[src/rtl/tspi_slave.sv]
// Mode-0 SPI responder oversampled by clk: synchronised CSN/SCLK/MOSI, one-entry
// transmit holding register with dreq/valid handshake, rx words on a one-cycle strobe.
module tspi_slave #(
  parameter int SPI0_0 = 8,
  parameter int SYNC   = 2
) (
  input  logic              clk,
  input  logic              rst,
  input  logic              CSN,
  input  logic              SCLK,
  input  logic              MOSI,
  output logic              MISO,
  output logic              miso_oe,
  output logic              tx_dreq,
  input  logic              tx_valid,
  input  logic [SPI0_0-1:0] tx_data,
  output logic              tx_underrun,
  output logic [SPI0_0-1:0] rx_data,
  output logic              rx_valid,
  output logic              busy
);
  localparam int CW = $clog2(SPI0_0);

  typedef enum logic {IDLE, ACTIVE} state_t;

  state_t            state;
  logic [SYNC-1:0]   csn_sync, sclk_sync, mosi_sync;
  logic              csn_d, sclk_d;
  logic              csn_s, sclk_s, mosi_s;
  logic              csn_fall, csn_rise, sclk_rise, sclk_fall;
  logic [SPI0_0-1:0] hold, tx_shift, rx_next;
  logic [SPI0_0-2:0] rx_shift;
  logic              hold_full;
  logic [CW-1:0]     bit_cnt;
  logic              load;

  always_ff @(posedge clk or posedge rst) begin
    if (rst) begin
      csn_sync  <= '1;
      sclk_sync <= '0;
      mosi_sync <= '0;
      csn_d     <= 1'b1;
      sclk_d    <= 1'b0;
    end else begin
      csn_sync  <= {csn_sync[SYNC-2:0], CSN};
      sclk_sync <= {sclk_sync[SYNC-2:0], SCLK};
      mosi_sync <= {mosi_sync[SYNC-2:0], MOSI};
      csn_d     <= csn_sync[SYNC-1];
      sclk_d    <= sclk_sync[SYNC-1];
    end
  end

  assign csn_s     = csn_sync[SYNC-1];
  assign sclk_s    = sclk_sync[SYNC-1];
  assign mosi_s    = mosi_sync[SYNC-1];
  assign csn_fall  = csn_d & ~csn_s;
  assign csn_rise  = ~csn_d & csn_s;
  assign sclk_rise = ~sclk_d & sclk_s;
  assign sclk_fall = sclk_d & ~sclk_s;
  assign rx_next   = {rx_shift, mosi_s};

  // A load happens at frame start and on the SCLK fall that follows a completed word;
  // a CSN rise in the same cycle suppresses the SCLK-driven one.
  assign load = (state == IDLE && csn_fall) ||
                (state == ACTIVE && !csn_rise && sclk_fall && bit_cnt == '0);

  assign tx_dreq = ~hold_full;
  assign miso_oe = busy;

  always_ff @(posedge clk or posedge rst) begin
    if (rst) begin
      state       <= IDLE;
      busy        <= 1'b0;
      MISO        <= 1'b0;
      tx_underrun <= 1'b0;
      rx_valid    <= 1'b0;
      rx_data     <= '0;
      rx_shift    <= '0;
      tx_shift    <= '0;
      bit_cnt     <= '0;
      hold        <= '0;
      hold_full   <= 1'b0;
    end else begin
      tx_underrun <= 1'b0;
      rx_valid    <= 1'b0;
      MISO        <= (state == ACTIVE) ? tx_shift[SPI0_0-1] : 1'b0;

      if (load) begin
        if (hold_full) begin
          tx_shift  <= hold;
          hold_full <= 1'b0;
        end else begin
          tx_shift    <= '0;
          tx_underrun <= 1'b1;
        end
      end
      // Write acceptance uses the pre-load state, so it never bypasses into tx_shift.
      if (tx_valid && !hold_full) begin
        hold      <= tx_data;
        hold_full <= 1'b1;
      end

      case (state)
        IDLE: begin
          bit_cnt <= '0;
          if (csn_fall) begin
            state <= ACTIVE;
            busy  <= 1'b1;
          end
        end
        ACTIVE: begin
          if (csn_rise) begin
            state   <= IDLE;
            busy    <= 1'b0;
            bit_cnt <= '0;
          end else if (sclk_rise) begin
            rx_shift <= rx_next[SPI0_0-2:0];
            if (bit_cnt == CW'(SPI0_0 - 1)) begin
              bit_cnt  <= '0;
              rx_data  <= rx_next;
              rx_valid <= 1'b1;
            end else begin
              bit_cnt <= bit_cnt + 1'b1;
            end
          end else if (sclk_fall && bit_cnt != '0) begin
            tx_shift <= tx_shift << 1;
          end
        end
        default: state <= IDLE;
      endcase
    end
  end
endmodule

[config.mk]
export PLATFORM = sky130hd
export DESIGN_NAME = tspi_slave
export DESIGN_NICKNAME = d
export VERILOG_FILES = /design/src/rtl/tspi_slave.sv
export SDC_FILE = /design/constraint.sdc
export NUM_CORES = 1
export LEC_CHECK = 0
export ABC_AREA = 1
export CORE_MARGIN = 4
export CORE_UTILIZATION = 35
export DETAILED_ROUTE_END_ITERATION = 8
export HOLD_SLACK_MARGIN = 0.1
export MAX_ROUTING_LAYER = met4
export SYNTH_ARGS = -nofsm -noshare
export SYNTH_HDL_FRONTEND = slang
export SYNTH_SLANG_ARGS = --single-unit
[constraint.sdc]
create_clock -name clk -period 1.4 [get_ports clk]
set_input_delay 0.14 -clock clk [delete_from_list [all_inputs] [get_ports clk]]
set_output_delay 0.14 -clock clk [all_outputs]
set_load 0.1 [all_outputs]
==> summary.txt <==
Final setup viols - 0
Most instantiated logic cell after routing - nand2_1
Tool Warnings - 27
Total GRT Usage - 11.76%
Cells after Synth - 201
Root Buffer Master - clkbuf_8
Met3 WL - 133 um
Top power group - registers
Worst r2r src - csn_d
Yosys Instances - 201
Type of origin of the critical path - register
Total power - 4.991 mW
Core Rows - 27
Max-Slew Margin vs Limit - 81.10%
Minimum clock period - 1.326 ns
Max-cap violation count - 0
Fin crit share - 94.74%
Synth top cell by count - nand2_1
Net switching fraction of the power - 33.25%
Final hold slack - 0.1892 ns
Share of flip-flops with an asynchronous set or reset - 100.0%
Final tally of max-slew violations - 0
Final Net Count - 262
Distinct cells, synth - 25
Setup ws final - 0.07364 ns
Post-synth top cells - nand2_1 (55), dfrtp_1 (45), inv_1 (21)
Largest net degree at the start of global routing - 49
Sequential cell area share - 41.79%
Die height - 84.27 um
Met1 wire length - 1740 um
Combinational power - 1.61 mW
Post-synth EDFFs - 0
Worst path cell trace - inv_2 -> nand2_4 -> nand4_4 -> buf_12 -> o21ai_0 -> nand2_1
Gate Area - 785.8 um2
Crit-path leading delay family - flip-flops
Sw Pwr - 1.659 mW
M2 GR Usage - 18.65%
Seq pwr share - 40.9%
GRT Max-Usage Layer - met2
Area Overhead vs Synth - 41.79%
Worst endpoint required time - 1.58 ns
Hold Vio Cnt, Final - 0
Top Metal Used - met4
Routed met2 length - 1873 um
HP Class - in2async
Clock buffer count - 5
Drt via density - 4.572
CP Depth - 6
Internal Power - 3.331 mW
Worst-path clk slew - 0.09 ns
Most frequent cells in the layout - nand2_1 (51), dfrtp_1 (44), inv_1 (17)
Pre-CTS setup slack - 0.03268 ns
Cell type with the largest total area - dfrtp_1
Synth Area per Inst - 10.13 um2
Vias in the first global route - 1,490
Critical path type - reg2reg
Comb area share - 27.22%
Initial antenna violation count - 0
CTS resizes - 0
CP Launch Point - csn_d
Leak - 1.400 nW
ClkCell Share - 5.505%
Slowest stage cell, crit path - dfstp_2
Status - finished, final reports clean
YS chip area - 2036 um2
Clock buffer depth - 2
**Signal wires on met1**

Scale: 3 px per um. Supply wires on this layer in gray.
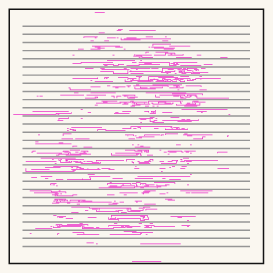
- main direction: horizontal
- share of all routed wire: 46%
- nets with wire on the layer: 235
- wire length on this layer: 1,740 um
- longest straight run: 18.4 um
routed vias: 1,454
final wirelength: 3801 um

**Clock nets**

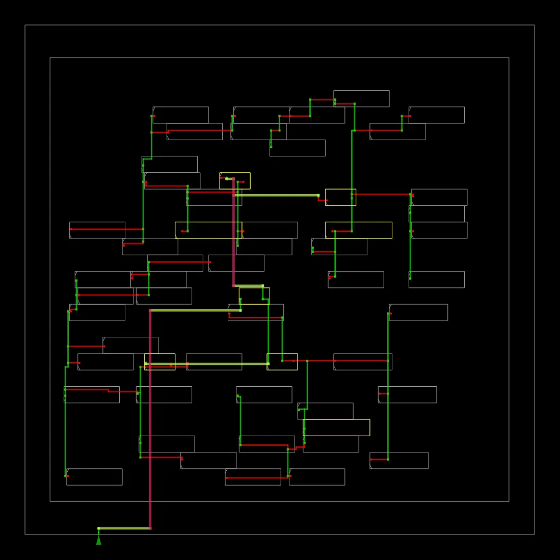
clk ins delay skew pair: 0.29 ns
# clock sinks: 48
flop count: 48
Clock Skews: 0.006983 ns

**Placement density heat map**

Scale: 4 px per um. 8 x 8 tiles, from white (low) to dark blue (high), 0 to 100% covered.
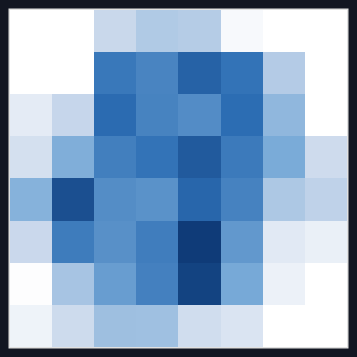
- tiles over 75% full: 13%
- nearly empty tiles: 19%
- densest ninth of the die: middle
- mean over tiles: 39%
- emptiest ninth of the die: bottom right
- fullest tile: 96%
starting density of the core: 36.52%
post-layout util: 51.78%
core area: 5574 um2

**Signal wires on met3**

Scale: 6 px per um.
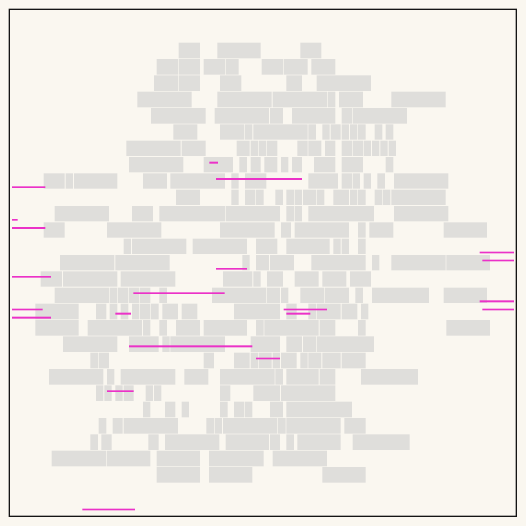
- share of all routed wire: 3.5%
- main direction: horizontal
- longest straight run: 20.2 um
- nets with wire on the layer: 17

**Clock network drawn from the DEF**

Scale: 4 px per um.
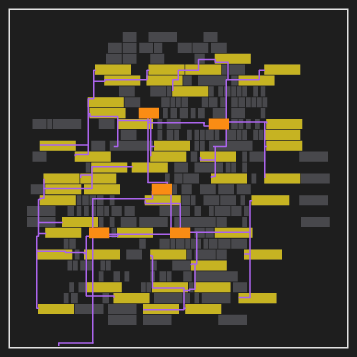
- purple: clock wires (length 558 um)
- orange: clock-net drivers (count 5)
- yellow: flip-flops (count 48)
- routed clock nets: 6

Power figures rest on the tool's default switching activity, not on a simulated workload.
